[config.mk]
export PLATFORM = sky130hd
export DESIGN_NAME = codec_config_sequencer
export DESIGN_NICKNAME = d
export VERILOG_FILES = /design/src/rtl/codec_config_sequencer_pkg.sv /design/src/rtl/codec_config_rom.sv /design/src/rtl/codec_config_sequencer.sv
export SDC_FILE = /design/constraint.sdc
export NUM_CORES = 1
export LEC_CHECK = 0
export ABC_AREA = 1
export CAP_MARGIN = 20
export CORE_ASPECT_RATIO = 1.4
export CORE_UTILIZATION = 41
export DETAILED_ROUTE_END_ITERATION = 10
export PLACE_DENSITY_LB_ADDON = 0.08
export SLEW_MARGIN = 10
export SYNTH_ARGS = -nofsm -noshare
export SYNTH_HDL_FRONTEND = slang
export SYNTH_SLANG_ARGS = --single-unit
[constraint.sdc]
create_clock -name inClock -period 4.7 [get_ports inClock]
set_input_delay 0.94 -clock inClock [delete_from_list [all_inputs] [get_ports inClock]]
set_output_delay 0.94 -clock inClock [all_outputs]
set_load 0.01 [all_outputs]
[src/rtl/codec_config_sequencer_pkg.sv]
// Shared encodings for the codec configuration sequencer: transmitter modes,
// FSM states, bus operations and the default codec write address.
package codec_config_sequencer_pkg;

    localparam logic [1:0] MODE_START = 2'd0;
    localparam logic [1:0] MODE_BYTE  = 2'd1;
    localparam logic [1:0] MODE_STOP  = 2'd2;

    localparam logic [7:0] DEV_ADDR_DEFAULT = 8'h34;

    typedef enum logic [2:0] {
        ST_IDLE      = 3'd0,
        ST_LAUNCH    = 3'd1,
        ST_WAIT_LOW  = 3'd2,
        ST_WAIT_HIGH = 3'd3,
        ST_NEXT      = 3'd4,
        ST_FINISH    = 3'd5
    } state_t;

    typedef enum logic [2:0] {
        OP_START = 3'd0,
        OP_ADDR  = 3'd1,
        OP_HI    = 3'd2,
        OP_LO    = 3'd3,
        OP_STOP  = 3'd4
    } op_t;

    function automatic logic [1:0] op_mode(input op_t op);
        case (op)
            OP_START: op_mode = MODE_START;
            OP_STOP:  op_mode = MODE_STOP;
            default:  op_mode = MODE_BYTE;
        endcase
    endfunction

endpackage

[src/rtl/codec_config_rom.sv]
// Audio codec init table: {register address[6:0], value[8:0]} per word,
// starting with the reset write and ending with the activate write.
module codec_config_rom (
    input  logic [3:0]  i_index,
    output logic [15:0] o_word
);

    always_comb begin
        case (i_index)
            4'd0:    o_word = 16'h1E00;
            4'd1:    o_word = 16'h0017;
            4'd2:    o_word = 16'h0217;
            4'd3:    o_word = 16'h0479;
            4'd4:    o_word = 16'h0679;
            4'd5:    o_word = 16'h0812;
            4'd6:    o_word = 16'h0A06;
            4'd7:    o_word = 16'h0C00;
            4'd8:    o_word = 16'h0E01;
            4'd9:    o_word = 16'h1201;
            default: o_word = 16'h0000;
        endcase
    end

endmodule

[src/rtl/codec_config_sequencer.sv]
// Streams the codec init table to an I2C byte transmitter as
// START, address, high byte, low byte, STOP per word, retrying NACKed words.
module codec_config_sequencer
    import codec_config_sequencer_pkg::*;
#(
    parameter logic [7:0]  DEV_ADDR  = DEV_ADDR_DEFAULT,
    parameter int unsigned NUM_REGS  = 10,
    parameter int unsigned MAX_RETRY = 3
) (
    input  logic       inClock,
    input  logic       resetN,
    input  logic       start,
    input  logic       txReady,
    input  logic       txAck,
    output logic [1:0] txMode,
    output logic [7:0] txData,
    output logic       txReset,
    output logic       busy,
    output logic       done,
    output logic       error,
    output logic [2:0] dbgState
);

    localparam logic [3:0] LAST_IDX  = 4'(NUM_REGS - 1);
    localparam logic [2:0] RETRY_LIM = 3'(MAX_RETRY);

    // Handshake: the transmitter takes txMode/txData in any cycle where
    // txReady=1 and txReset=0; txReady then drops while the op is on the bus.
    state_t      r_state;
    op_t         r_op;
    logic [3:0]  r_idx;
    logic [2:0]  r_retry;
    logic        r_nack;
    logic        r_give_up;
    logic        r_tx_reset;
    logic        r_busy;
    logic        r_done;
    logic        r_error;

    logic [15:0] w_word;
    logic        w_op_done;
    logic        w_byte_nack;
    logic        w_last_try;
    op_t         w_next_op;
    op_t         w_disp_op;

    codec_config_rom u_rom (
        .i_index (r_idx),
        .o_word  (w_word)
    );

    assign w_op_done   = (r_state == ST_WAIT_HIGH) && txReady;
    assign w_byte_nack = w_op_done && !txAck &&
                         (r_op == OP_ADDR || r_op == OP_HI || r_op == OP_LO);
    // True while the STOP now on the bus ends the pass (last word or retries exhausted).
    assign w_last_try  = r_nack ? r_give_up : (r_idx == LAST_IDX);

    always_comb begin
        case (r_op)
            OP_START: w_next_op = OP_ADDR;
            OP_ADDR:  w_next_op = txAck ? OP_HI : OP_STOP;
            OP_HI:    w_next_op = txAck ? OP_LO : OP_STOP;
            OP_LO:    w_next_op = OP_STOP;
            default:  w_next_op = OP_START;
        endcase
    end

    // The next op is shown in the ready cycle itself so the transmitter never repeats one.
    assign w_disp_op = w_op_done ? w_next_op : r_op;

    always_comb begin
        txMode = op_mode(w_disp_op);
        case (w_disp_op)
            OP_ADDR: txData = DEV_ADDR;
            OP_HI:   txData = w_word[15:8];
            OP_LO:   txData = w_word[7:0];
            default: txData = 8'h00;
        endcase
    end

    // Holding the transmitter in reset during the final STOP's ready cycle stops it launching a stray START.
    assign txReset  = r_tx_reset | (w_op_done && r_op == OP_STOP && w_last_try);
    assign busy     = r_busy;
    assign done     = r_done;
    assign error    = r_error;
    assign dbgState = r_state;

    always_ff @(posedge inClock or negedge resetN) begin
        if (!resetN) begin
            r_state    <= ST_IDLE;
            r_op       <= OP_START;
            r_idx      <= 4'd0;
            r_retry    <= 3'd0;
            r_nack     <= 1'b0;
            r_give_up  <= 1'b0;
            r_tx_reset <= 1'b1;
            r_busy     <= 1'b0;
            r_done     <= 1'b0;
            r_error    <= 1'b0;
        end else begin
            case (r_state)
                ST_IDLE: begin
                    if (start) begin
                        r_state    <= ST_LAUNCH;
                        r_op       <= OP_START;
                        r_idx      <= 4'd0;
                        r_retry    <= 3'd0;
                        r_nack     <= 1'b0;
                        r_give_up  <= 1'b0;
                        r_tx_reset <= 1'b0;
                        r_busy     <= 1'b1;
                        r_done     <= 1'b0;
                        r_error    <= 1'b0;
                    end
                end
                ST_LAUNCH: r_state <= ST_WAIT_LOW;
                ST_WAIT_LOW: begin
                    if (!txReady) r_state <= ST_WAIT_HIGH;
                end
                ST_WAIT_HIGH: begin
                    if (txReady) begin
                        r_op <= w_next_op;
                        if (w_byte_nack) begin
                            r_nack    <= 1'b1;
                            r_give_up <= (r_retry == RETRY_LIM);
                            if (r_retry != 3'd7) r_retry <= r_retry + 3'd1;
                        end
                        if (r_op == OP_STOP) begin
                            r_state    <= ST_NEXT;
                            r_tx_reset <= w_last_try;
                        end else begin
                            r_state <= ST_WAIT_LOW;
                        end
                    end
                end
                ST_NEXT: begin
                    if (r_nack) begin
                        if (r_give_up) begin
                            r_error <= 1'b1;
                            r_done  <= 1'b1;
                            r_state <= ST_FINISH;
                        end else begin
                            r_nack  <= 1'b0;
                            r_state <= ST_WAIT_LOW;
                        end
                    end else if (r_idx == LAST_IDX) begin
                        r_done  <= 1'b1;
                        r_state <= ST_FINISH;
                    end else begin
                        r_idx   <= r_idx + 4'd1;
                        r_retry <= 3'd0;
                        r_state <= ST_WAIT_LOW;
                    end
                end
                ST_FINISH: begin
                    r_tx_reset <= 1'b1;
                    r_busy     <= 1'b0;
                    r_state    <= ST_IDLE;
                end
                default: r_state <= ST_IDLE;
            endcase
        end
    end

endmodule

Fig. 1: run 1, congestion heat map
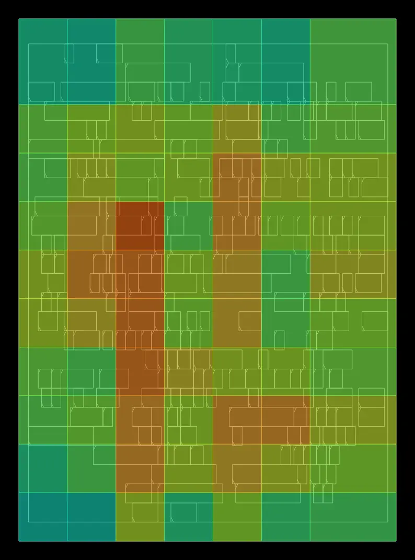
routing usage on met2: 37.4%
met1 routing resource usage after global routing: 24.5%
gr busiest metal: met2
global routing met3 resource utilization: 2.04%
total routing usage reported by global routing: 20.4%

Fig. 2: run 1, logic cells by family
Scale bar: 20 um.
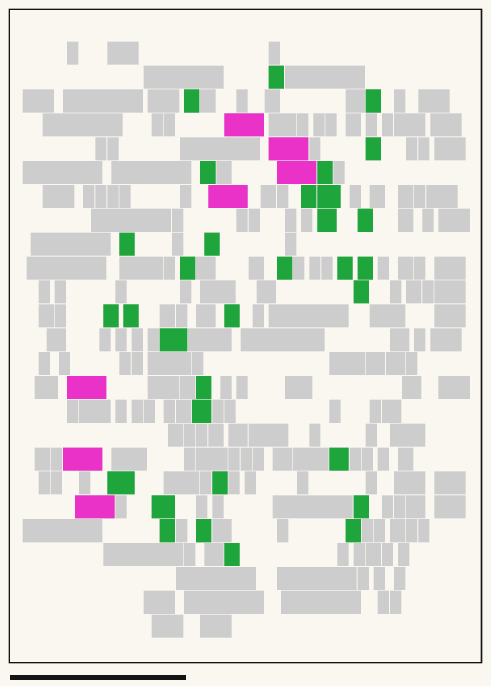
inverting AOI/OAI gates -> green  # cells 32, most used o21ai_0
adder and majority cells -> magenta  # cells 7, most used ha_1
non-filler instance count after layout: 283
most used logic cell in the final layout: sky130_fd_sc_hd__nand2_1

==> impl_summary.log, run 1 <==
[report] extracting results
INFO  metric grt_pass1_wl = 5940 um
INFO  metric cts_h_tree_lvls = 1
INFO  metric synth-cells-yosys = 222
INFO  metric area.growth.synth_to_final = 17.9%
INFO  metric finalSetupTns = 0 ns
INFO  metric routed_wl = 3450 um
INFO  metric power.total = 0.973 mW
INFO  metric netSwitchingFraction = 47.8%
INFO  metric grt_max_degree = 20
INFO  metric worstReg2RegStart = dbgState[0]
INFO  metric cell_by_cell_listing_of_the_critical_path = clkdlybuf4s50_1 -> nand4_2 -> nand2_1 -> nand2_4 -> nor2_4 -> nand3_2 -> nand2_1 -> clkdlybuf4s50_1
INFO  metric yosysChipArea = 0.00153 mm^2
INFO  metric cts_resized = 0
INFO  metric worstHoldEndpoint = r_tx_reset
INFO  metric arrival_time_at_the_worst_endpoint = 2.79 ns
INFO  metric flops = 19
INFO  metric postCtsSetupRepairBufs = 0
INFO  metric gp_routability_congestion = 0.798
INFO  metric top_cell_area_share = 29.4%
INFO  metric comb_area_share = 51.5%
INFO  metric async_flop_share = 100%
INFO  metric grt.overflow.total = 0
INFO  metric path_max_fanout = 6
INFO  metric achievable-frequency = 268 MHz
INFO  metric yosys.area_share.xor_xnor = 0.572%
INFO  metric final_nets = 256
INFO  metric inv_count = 27
INFO  metric synth.comb.largest_family = simple AND/OR/NAND/NOR gates
INFO  metric cts_buffers = 3
INFO  metric critical_path.reg2reg.endpoint = r_retry[1]
INFO  metric timing.critical_path.to = txData[5]
INFO  metric slew_at_the_pin_closest_to_its_max_slew_limit = 0.887 ns
INFO  metric drt-vias-per-instance = 5.03
INFO  metric power.sequential.fraction = 25.8%
INFO  metric drt_pre_antenna_iters = 4
INFO  metric initial_utilization = 44.1%
INFO  metric chipArea = 0.00398 mm^2
INFO  metric synth_cell_type_count = 33
INFO  metric remaining_drc_errors = 0
INFO  metric ys_ff = 19
INFO  metric final-comb-area = 930 um^2
INFO  metric post_synth_instance_area = 0.00153 mm^2
INFO  metric critical_path.slowest_cell = sky130_fd_sc_hd__clkdlybuf4s50_1
INFO  metric run_status = finished clean
INFO  metric clock_tree.buffer_depth = 2
INFO  metric end_kind = output pin
INFO  metric postSynth.topFlopCell = sky130_fd_sc_hd__dfrtp_1
INFO  metric r2r_slack = 2.95 ns
INFO  metric critical_path_cell_count = 8
INFO  metric final-seq-area = 477 um^2
INFO  metric floorplan.nets = 234
INFO  metric place_ws = 0.962 ns
INFO  metric highest_layer = met4
INFO  metric post_synth_edffs = 0
INFO  metric rr_worst_depth = 8
INFO  metric worstSetupPathType = primary input to output pin
INFO  metric finalClockPeriodUsage = 79.4%
INFO  metric slowest_delay = 0.58 ns
INFO  metric post_synth_and_or_nand_nor_area_fraction = 42.1%
INFO  metric rsz0062_at_grt = no
INFO  metric timing.hold.worst.class = flip-flop to flip-flop
INFO  metric synthesis.yosys.warnings = 0
INFO  metric relSlewSlack = 40.7%
INFO  metric p_clk_share = 11.8%
INFO  metric post_synth_inst_count = 222
INFO  metric antenna_left = 0
INFO  metric whs = 0.474 ns
INFO  metric hp-start = r_tx_reset
INFO  metric p_switching = 0.466 mW
INFO  metric place_area = 0.00176 mm^2
INFO  metric combinational_group_share_of_total_power = 62.4%
INFO  metric routed_length_per_instance = 12.2 um
Fig. 3: run 1, where the registers sit
Scale bar: 20 um.
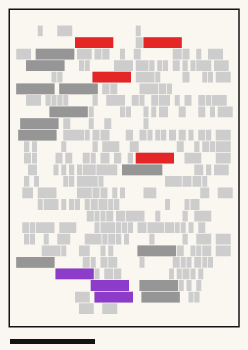
`r_idx` -> red  # flops 4, where top middle
`dbgState` -> purple  # flops 3
not colored = 12

Fig. 4: run 1, cells colored by class
Scale bar: 20 um.
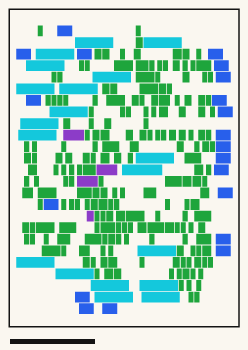
flip-flops -> cyan  # cells 19
all other logic -> green  # cells 200
clock drivers and dummy loads -> purple  # cells 4
other buffers and delay cells -> blue  # cells 20
post-route cell area: 0.00180 mm^2
proportion of cell area occupied by registers: 26.4%
# rows: 25
Finished Core Util: 52.0%
Core ar.: 0.00347 mm^2

[run 1: cells by family (layout without fill, tap and decap cells)]
kind of cell             after synthesis  in the layout
AND/OR/NAND/NOR                      131            131
AND-OR/OR-AND                         33             33
buffers and inverters                 30             51
flip-flops                            19             19
adder cells (fa/ha/maj)                7              7
other                                  1              1
XOR/XNOR                               1              1
[run 1: power groups by stage]
stage               Sequential [mW]  Clock, mW  Combinational [mW]
global route                  0.258      0.124               0.687
global placement              0.255          0               0.610
floorplan                     0.249          0               0.420
finish                        0.251      0.115               0.607
detailed placement            0.254          0               0.610
CTS                           0.250      0.118               0.611
[run 1: registers in the layout, summed over array words and instances, names as in the netlist]
register,cells
done,1
dbgState,3
error,1
r_op,3
r_give_up,1
r_nack,1
busy,1
r_retry,3
r_tx_reset,1
r_idx,4
Fig. 5: run 1, sizing map
Scale bar: 20 um.
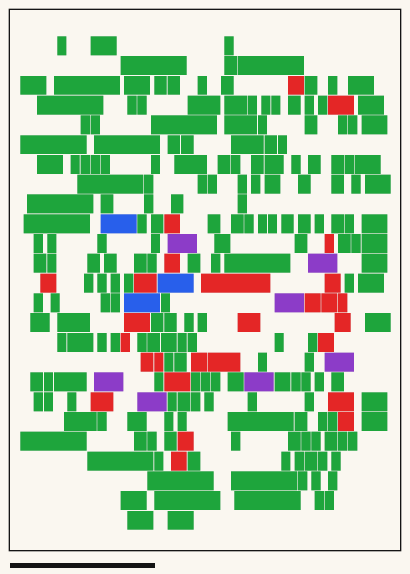

==> run 1 -> run 2 <==
==> constraint.sdc (replaced) <==
create_clock -name inClock -period 3.4 [get_ports inClock]
set_input_delay 0.68 -clock inClock [delete_from_list [all_inputs] [get_ports inClock]]
set_output_delay 0.68 -clock inClock [all_outputs]
set_load 0.01 [all_outputs]
Fig. 6: run 2, sizing map
Scale bar: 20 um.
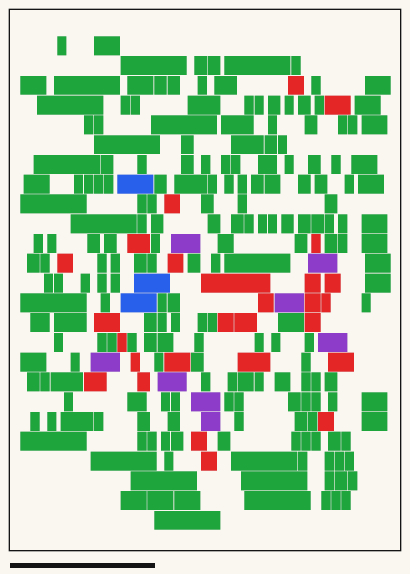
drive 1 or less -> green  # cells 206, share 84%
drive 6 and up -> blue  # cells 3, share 1.2%
drive 3 to 4 -> purple  # cells 8, share 3.3%
drive 2 -> red  # cells 27, share 11%

==> impl_summary.log, run 2 <==
[report] extracting results
INFO  metric synth-cells-yosys = 222
INFO  metric routed_wl = 3470 um
INFO  metric clock_tree.buffer_depth = 2
INFO  metric rsz0062_at_grt = no
INFO  metric post_synth_and_or_nand_nor_area_fraction = 42.1%
INFO  metric core.rowCount = 25
INFO  metric cts_h_tree_lvls = 1
INFO  metric drt_pre_antenna_iters = 4
INFO  metric fp.coreArea = 0.00347 mm^2
INFO  metric r2r_slack = 1.81 ns
INFO  metric cts_buffers = 3
INFO  metric yosys.area_share.xor_xnor = 0.572%
INFO  metric worstReg2RegStart = r_idx[1]
INFO  metric timing.critical_path.to = txData[5]
INFO  metric cell_by_cell_listing_of_the_critical_path = clkdlybuf4s50_1 -> nand4_2 -> nand2_1 -> nand2_4 -> nor2_4 -> nand3_2 -> nand2_1 -> clkdlybuf4s50_1
INFO  metric final_nets = 257
INFO  metric inv_count = 27
INFO  metric globalRouteMet2Util = 36.8%
INFO  metric highest_layer = met4
INFO  metric slowest_delay = 0.59 ns
INFO  metric synthesis.yosys.warnings = 0
INFO  metric critical_path.reg2reg.endpoint = dbgState[0]
INFO  metric chipArea = 0.00398 mm^2
INFO  metric post_synth_inst_count = 222
INFO  metric globalRouteMet1Util = 24.9%
INFO  metric achievable-frequency = 310 MHz
INFO  metric grt_pass1_wl = 5960 um
INFO  metric seqAreaFraction = 26.3%
INFO  metric final-comb-area = 930 um^2
INFO  metric finalClockPeriodUsage = 94.7%
INFO  metric global_routing_met3_resource_utilization = 2.04%
INFO  metric gp_routability_congestion = 0.823
INFO  metric place_area = 0.00177 mm^2
INFO  metric arrival_time_at_the_worst_endpoint = 2.54 ns
INFO  metric end_kind = output pin
INFO  metric post_synth_edffs = 0
INFO  metric antenna_left = 0
INFO  metric rr_worst_depth = 8
INFO  metric largest_register_ffs = 4
INFO  metric run_status = finished clean
INFO  metric synth.comb.largest_family = simple AND/OR/NAND/NOR gates
INFO  metric initial_utilization = 44.1%
INFO  metric cts_resized = 0
INFO  metric drt-vias-per-instance = 5.12
INFO  metric global_route.peak_usage_layer = met2
INFO  metric routed_length_per_instance = 12.2 um
INFO  metric yosysChipArea = 0.00153 mm^2
INFO  metric relSlewSlack = 41.3%
INFO  metric lay_top_count = sky130_fd_sc_hd__nand2_1
INFO  metric path_max_fanout = 6
INFO  metric ys_ff = 19
INFO  metric comb_area_share = 51.3%
INFO  metric remaining_drc_errors = 0
INFO  metric worstHoldEndpoint = r_tx_reset
INFO  metric grt.overflow.total = 0
[run 2: netlist changes by cell type in the layout (fill, tap and decap cells not counted)]
cell,change
sky130_fd_sc_hd__buf_4,+1
[run 2: power by group]
group	switching (mW)	internal, mW
sequential	0.0729	0.274
clock	0.0785	0.0815
combinational	0.497	0.355
total	0.649	0.710
[run 2: metrics by stage]
stage | instances | hold WS (ns) | worst slack, ns | total power [mW] | util [%]
after floorplan | 222 | 0.384 | 1.35 | 0.925 | -
after global placement | 280 | 0.458 | 0.210 | 1.21 | 50.8
after detailed placement | 280 | 0.462 | 0.181 | 1.21 | 50.8
after CTS | 284 | 0.474 | 0.170 | 1.37 | 52.2
after global routing | 284 | 0.500 | 0.0110 | 1.49 | 52.2
final | 284 | 0.477 | 0.179 | 1.36 | 52.2
Power figures rest on the tool's default switching activity, not on a simulated workload.
